Fig. 1: register map, names as in the netlist
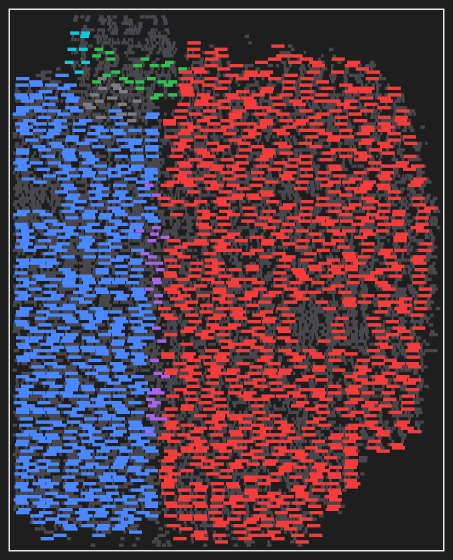
Fig. 2: the metal 4 layer
Supply wires on this layer in gray.
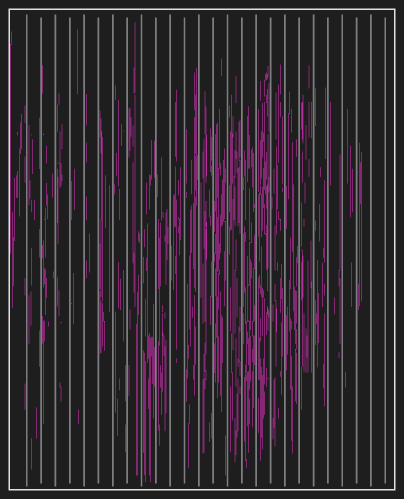
Fig. 3: clock wiring as the flow saved it
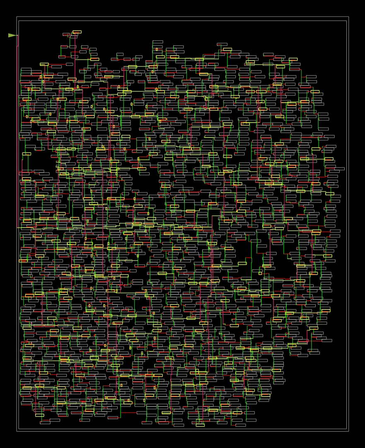
Fig. 4: clock distribution
Scale bar: 100 um.
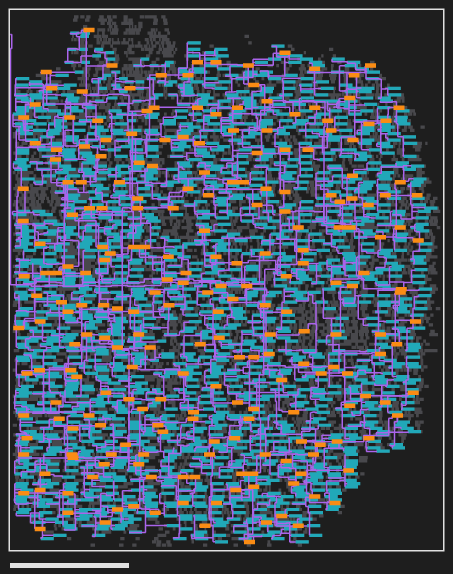
==> config.mk <==
export PLATFORM = sky130hd
export DESIGN_NAME = reg_script_monitor
export DESIGN_NICKNAME = d
export VERILOG_FILES = /design/src/rtl/reg_script_monitor.sv
export SDC_FILE = /design/constraint.sdc
export NUM_CORES = 2
export LEC_CHECK = 0
export CAP_MARGIN = 30
export CORE_ASPECT_RATIO = 1.25
export CORE_MARGIN = 2
export CORE_UTILIZATION = 52
export CTS_CLUSTER_SIZE = 8
export DETAILED_ROUTE_END_ITERATION = 16
export PLACE_DENSITY = 0.68
export SLEW_MARGIN = 20
export SYNTH_ARGS = -nofsm -noshare
export SYNTH_HDL_FRONTEND = slang
export SYNTH_SLANG_ARGS = --single-unit
==> constraint.sdc <==
create_clock -name clk -period 8.9 [get_ports clk]
set_input_delay 2.67 -clock clk [delete_from_list [all_inputs] [get_ports clk]]
set_output_delay 2.67 -clock clk [all_outputs]
set_load 0.1 [all_outputs]
==> results.toml <==
# implementation run metrics
[synthesis]
synth_seq_share_pct = 60.8
syn_inst = 6669
edf_count = 1648
flop_cell = "edfxtp_1"
syn_area_mm2 = 0.0840
yosysWarnings = 0
yosys-stat-area_mm2 = 0.0840
synthTopCellsByArea = "edfxtp_1, and2_1, mux4_2"
syn_avg_cell_area_um2 = 12.6
ys_ff = 1728
ys_types = 87

[route]
drcViolationCount = 0
drt_iter0_markers = 8578
drt-pass1-iter-count = 8
via_per_inst = 6.63
antenna_left = 0
wire_per_inst_um = 32.6

[cts]
cts-root-buf = "clkbuf_16"
ctsResizeCount = 0
cts_setup_buffers = 0
clkTransAtPathRegs_ps = 50
h-tree-depth = 4
hold_buffers = 0
clockBufferDepth = 3

[power]
net-switching-power_uw = 4550
p_leak_uw = 0.0336
intPower_uw = 14400
switching_share_pct = 24.0
cellPowerDensity_mw_per_mm2 = 199
finalPower_uw = 19000
ir_drop_mv = 0.245
sequentialPowerShare_pct = 49.7
p_comb_share_pct = 7.9

[cells_and_area]
fillers = 12400
drive_above_1_share_pct = 12.9
largest_reg_flops = 1024
area_growth_pct = 13.7
fin_cells = 8865

[grt]
grt_start_max_net_pins = 179
grt_overflow = 0
grt_pass1_vias = 57100
grt_pass1_wl_mm = 408
grt_usage_pct = 34.9
grt_antenna_before_repair = 25

[final_timing]
relSlewSlack_pct = 27.6
maxSlewViolCount = 0
rsz0062_at_grt = "no"
finalHoldViolCount = 0
worst_pin_slew_ps = 1080
period_used_pct = 82.8
setup_ws_ps = 1530
setup_tns_ps = 0

[floorplanning]
io_pins = 158
fp.coreArea_mm2 = 0.160
die_width_um = 363
die_h_um = 453
fp_util_pct = 52.5
num_rows = 164

[worst_setup_path]
reg2regPathDepth = 18
reg2reg_setup_slack_ps = 1530
critPathLaunchType = "flop"
arrival_ps = 8160
crit_required_ps = 9690
critPathMaxFanout = 43

[place]
pre_cts_slack_ps = 1130
io_buffers = 157
place_inst = 8537
dp_hpwl_mm = 169

[run]
maxCapViolCount = 0
warning_count = 37

[hold_path]
hold_path_depth = 1

[run_status]
outcome = "finished clean"
-- Fig. 1 (at the start) --
color	signal	flops
blue	script	624
cyan	err_count	8
purple	got_value	32
green	timer	24
red	shadow	1024
Seq/total area: 53.5%
register area: 0.0511 mm2
Flop+latch power: 9420 uW
post-route core utilization: 59.6%

-- Fig. 2 (at the start) --
wire length on this layer	20.5 mm
longest straight run	202 um
main direction	vertical
share of all routed wire	7.1%
nets with wire on the layer	258
drt total wl: 289 mm
via count: 58800

-- Fig. 3 (at the start) --
Num CTS Buffers: 233
Layout clock buffers: 292
Seq Cell Count: 1728
clk sink count: 1728
Late-Pin Clk Latency: 900 ps

-- Fig. 4 (at the start) --
[orange] clock drivers | count: 233
[cyan] flip-flops | count: 1728
[purple] clock wires | length: 22.4 mm
flops lie	widely spread
Clk pwr share: 42.5%
Worst Skew: 59.5 ps
Clk power: 8060 uW

stage by stage:
| stage | hold WS [ps] | cell area [um2] |
|---|---|---|
| after floorplan | 475 | 84100 |
| after global placement | 449 | 88300 |
| after detailed placement | 454 | 89000 |
| after CTS | 474 | 95300 |
| after global routing | 490 | 95400 |
| final | 470 | 95500 |
layout by cell type, fill, tap and decap left out, drive strengths merged, types with 103 or more instances in the layout:
| cell type | count |
|---|---|
| edfxtp | 1648 |
| and2 | 1632 |
| nand2 | 462 |
| clkbuf | 292 |
| buf | 263 |
| mux2i | 254 |
| nand3 | 227 |
| mux4 | 195 |
| o21ai | 190 |
| clkdlybuf4s50 | 151 |
| nor2b | 136 |
| and3 | 122 |
| nor2 | 107 |
| nand4 | 103 |
layer usage:
metal	GRT usage, %	wire length, um
met5	0	96
met4	21.5	20500
met3	9.02	34800
met2	56.0	136000
met1	42.1	97900
synthesized netlist by cell type, types with 21 or more instances:
| master | instances |
|---|---|
| nand2_1 | 461 |
| a22o_1 | 36 |
| and3_1 | 122 |
| o21ai_0 | 190 |
| a21oi_1 | 89 |
| edfxtp_1 | 1648 |
| nor4_1 | 45 |
| a31oi_1 | 49 |
| buf_2 | 95 |
| and2_1 | 1631 |
| dfxtp_1 | 80 |
| a32oi_1 | 37 |
| nand3_1 | 226 |
| mux2i_1 | 252 |
| o2111ai_1 | 27 |
| mux4_2 | 195 |
| a211oi_1 | 77 |
| buf_1 | 39 |
| or3_1 | 23 |
| nor2b_1 | 136 |
| nand4_1 | 103 |
| o22ai_1 | 21 |
| clkbuf_1 | 485 |
| nor3_1 | 46 |
| a311oi_1 | 25 |
| nor2_1 | 106 |
| xnor2_1 | 52 |
| o211ai_1 | 47 |
worst max-delay path, stage by stage, from the launching register on:
cell and delay [ps]:
dfxtp_4 640, buf_4 650, mux4_2 600, mux2i_1 590
mux2_2 490, nor2_1 90, nand2_1 650, o22ai_1 340
nor4_1 780, buf_4 300, xnor2_1 210, o2111ai_1 180
nor4_2 310, buf_4 230, nand3_2 110, and2_1 320
nor2_4 160, buf_4 370, a22o_1 190
power groups by stage:
stage               registers, uW  clock network [uW]  logic (uW)
finish                       9420                8060        1490
global route                 9440                8400        1530
CTS                          9410                8070        1440
detailed placement           9570                   0        1440
global placement             9550                   0        1400
floorplan                    9600                   0         723
logic make-up (layout without fill, tap and decap cells):
| logic type | count (synthesis) | in the layout | synth area share [%] |
|---|---|---|---|
| xor gates and xnor gates | 70 | 70 | 0.730 |
| adders and majority gates | 7 | 7 | 0.104 |
| other | 1 | 47 | 0.00447 |
| and+or+nand+nor | 2968 | 2968 | 20.2 |
| muxes | 463 | 463 | 8.46 |
| AOI/OAI and AO/OA | 771 | 771 | 6.44 |
| buffers and inverters | 661 | 736 | 3.25 |
| DFF | 1728 | 1728 | 60.8 |
area by class of cell:
cell class | count | area [um2] | area share [%]
Antenna cell | 15 | 37.5 | 0.0393
Clock buffer | 292 | 6090 | 6.38
Clock inverter | 11 | 205 | 0.215
Inverter | 19 | 78.8 | 0.0826
Multi-Input combinational cell | 4311 | 31200 | 32.7
Sequential cell | 1728 | 51100 | 53.5
Tap cell | 2075 | 2600 | 2.72
Timing Repair Buffer | 414 | 4110 | 4.31
Power is estimated from default activity; no workload was simulated.
